===== src/rtl/max7219_spi_tx.sv =====
// max7219_spi_tx: shifts one 16-bit MAX7219 register write MSB-first on dout/sck,
// then raises cs to latch it; busy covers the whole frame and done marks its last cycle.
module max7219_spi_tx #(
  parameter int CLK_DIV = 4
) (
  input  logic       clock,
  input  logic       rst,
  input  logic       start,
  input  logic [7:0] addr_in,
  input  logic [7:0] din,
  output logic       sck,
  output logic       dout,
  output logic       cs,
  output logic       busy,
  output logic       done
);
  localparam int CW = $clog2(CLK_DIV + 1);
  localparam logic [CW-1:0] LAST = CW'(CLK_DIV - 1);
  typedef enum logic [2:0] {IDLE, SHIFT_LO, SHIFT_HI, HOLD, LOAD} state_t;
  state_t state, state_n;
  logic [CW-1:0] cnt, cnt_n;
  logic [3:0] bit_cnt, bit_cnt_n;
  logic [15:0] sr, sr_n;
  logic last;
  assign last = cnt == LAST;
  // Outputs are registered from the next-state values so they line up with the state they describe.
  always_ff @(posedge clock) begin
    if (rst) begin
      state <= IDLE;
      cnt <= '0;
      bit_cnt <= '0;
      sr <= '0;
      sck <= 1'b0;
      dout <= 1'b0;
      cs <= 1'b1;
      busy <= 1'b0;
      done <= 1'b0;
    end else begin
      state <= state_n;
      cnt <= cnt_n;
      bit_cnt <= bit_cnt_n;
      sr <= sr_n;
      sck <= state_n == SHIFT_HI;
      dout <= (state_n == SHIFT_LO || state_n == SHIFT_HI) && sr_n[15];
      cs <= state_n == IDLE || state_n == LOAD;
      busy <= state_n != IDLE;
      done <= state_n == LOAD && cnt_n == LAST;
    end
  end
  always_comb begin
    state_n = state;
    cnt_n = last ? '0 : cnt + 1'b1;
    bit_cnt_n = bit_cnt;
    sr_n = sr;
    case (state)
      IDLE: begin
        cnt_n = '0;
        if (start) begin
          state_n = SHIFT_LO;
          sr_n = {addr_in, din};
          bit_cnt_n = '0;
        end
      end
      SHIFT_LO: if (last) state_n = SHIFT_HI;
      SHIFT_HI: if (last) begin
        state_n = bit_cnt == 4'd15 ? HOLD : SHIFT_LO;
        bit_cnt_n = bit_cnt == 4'd15 ? bit_cnt : bit_cnt + 4'd1;
        sr_n = bit_cnt == 4'd15 ? sr : {sr[14:0], 1'b0};
      end
      HOLD: if (last) state_n = LOAD;
      LOAD: if (last) state_n = IDLE;
      default: state_n = IDLE;
    endcase
  end
endmodule


===== config.mk =====
export PLATFORM = sky130hd
export DESIGN_NAME = max7219_spi_tx
export DESIGN_NICKNAME = d
export VERILOG_FILES = /design/src/rtl/max7219_spi_tx.sv
export SDC_FILE = /design/constraint.sdc
export NUM_CORES = 1
export LEC_CHECK = 0
export CAP_MARGIN = 20
export CORE_ASPECT_RATIO = 1.75
export CORE_MARGIN = 2
export CORE_UTILIZATION = 38
export CTS_BUF_LIST = sky130_fd_sc_hd__clkbuf_4 sky130_fd_sc_hd__clkbuf_8
export CTS_CLUSTER_DIAMETER = 40
export CTS_CLUSTER_SIZE = 30
export DETAILED_ROUTE_END_ITERATION = 12
export PLACE_DENSITY = 0.72
export SYNTH_ARGS = -nofsm -noshare
export SYNTH_HDL_FRONTEND = slang
export SYNTH_SLANG_ARGS = --single-unit

===== constraint.sdc =====
create_clock -name clock -period 1.8 [get_ports clock]
set_clock_uncertainty 0.05 [all_clocks]
set_input_delay 0.36 -clock clock [delete_from_list [all_inputs] [get_ports clock]]
set_output_delay 0.36 -clock clock [all_outputs]
set_load 0.02 [all_outputs]

Figure 1. Selected gate families.
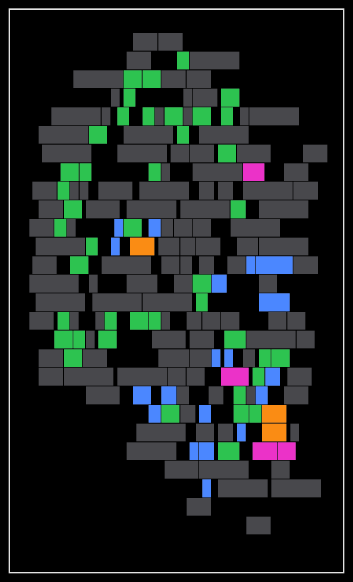
family	color	cells
nor cells	blue	19
aoi and oai cells	green	42
non-inverting ao/oa cells	magenta	4
mux cells	orange	3

Figure 2. Power grid.
Pins as bars on the die edge.
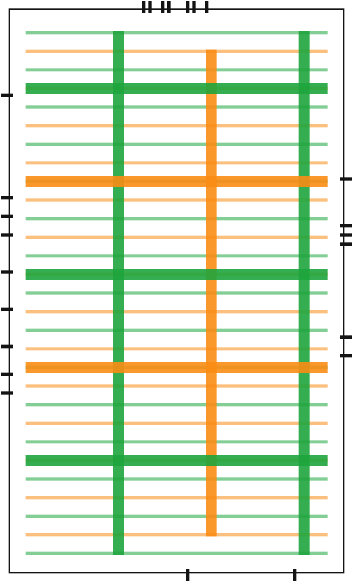
net	color
VDD	orange
VSS	green
signal pins	24
rows	28
met1 rails	29
met4 straps	3

==> qor.txt <==
status - complete, no violations
top post-synthesis cells by count - dfxtp_1 (31), a21oi_1 (17), nand2_1 (16)
max-cap violation count - 0
clk_buf instances - 6
Rel. slew slack - 73.7%
Mapped Nets - 168
Synth Flop Type - dfxtp_1
met2 WL post-DR - 1510 um
die area - 4000 um2
routed wire length - 2930 um
Synth Instances - 147
Remaining DRCs - 0
Slew Viols, Final - 0
Flop Count - 31
Die Y - 82.2 um
clock share of power - 37.3%
most common cell in the netlist - dfxtp_1
Setup Viol. Count Final - 0
Tcrit/Tclk final - 94.4%
max reg flops - 16
Synth top area share - 46.7%
worst r2r path cells - 5
total power divided by cell area - 813 nW/um2
detailed-route wire length per cell - 13.0 um
largest class - logic gates
Post-synth EDFFs - 0
WL met3 - 110 um
met1 usage - 17.5%
Synth Cell Area - 1330 um2
Total GRT Usage - 16.4%
GPL Wtd Cong - 0.834
Non-clock buffers, area share - 19.1%
Clock group - 0.533 mW
Largest logic family - AND-OR/OR-AND gates
Largest regs - sr (16), bit_cnt (4)
most numerous logic cell after layout - dfxtp_1
yosys warns - 0
synthesis-to-layout area growth - 32.4%
Buf+Inv Stages, Crit Path - 2
Figure 3. Cells colored by class.
The bar under the picture is 10 um long. Fill, decap, tap and diode cells in gray.
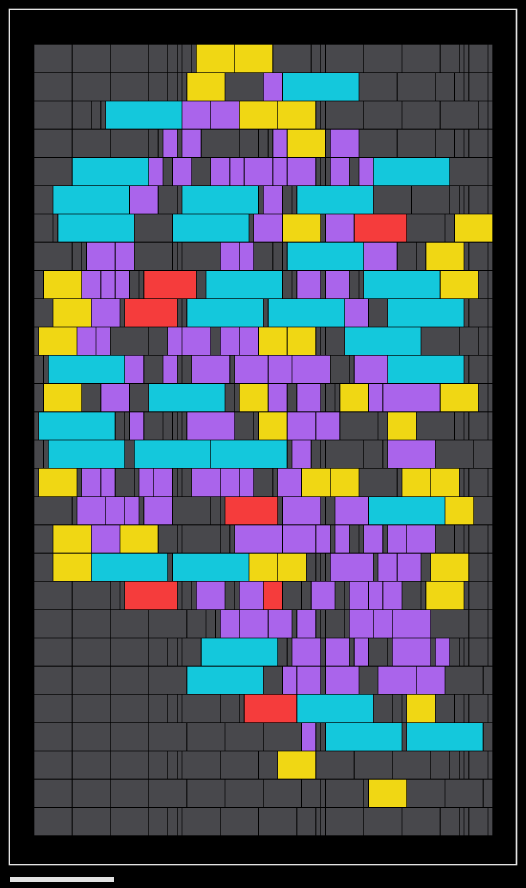
class	color	cells	share of their area
combinational and other logic	purple	105	39%
remaining buffers and delay cells	yellow	37	20%
clock drivers and dummy loads	red	7	5.1%
sequential cells	cyan	31	36%

No activity file was given, so power comes from the tool's default toggle rates.
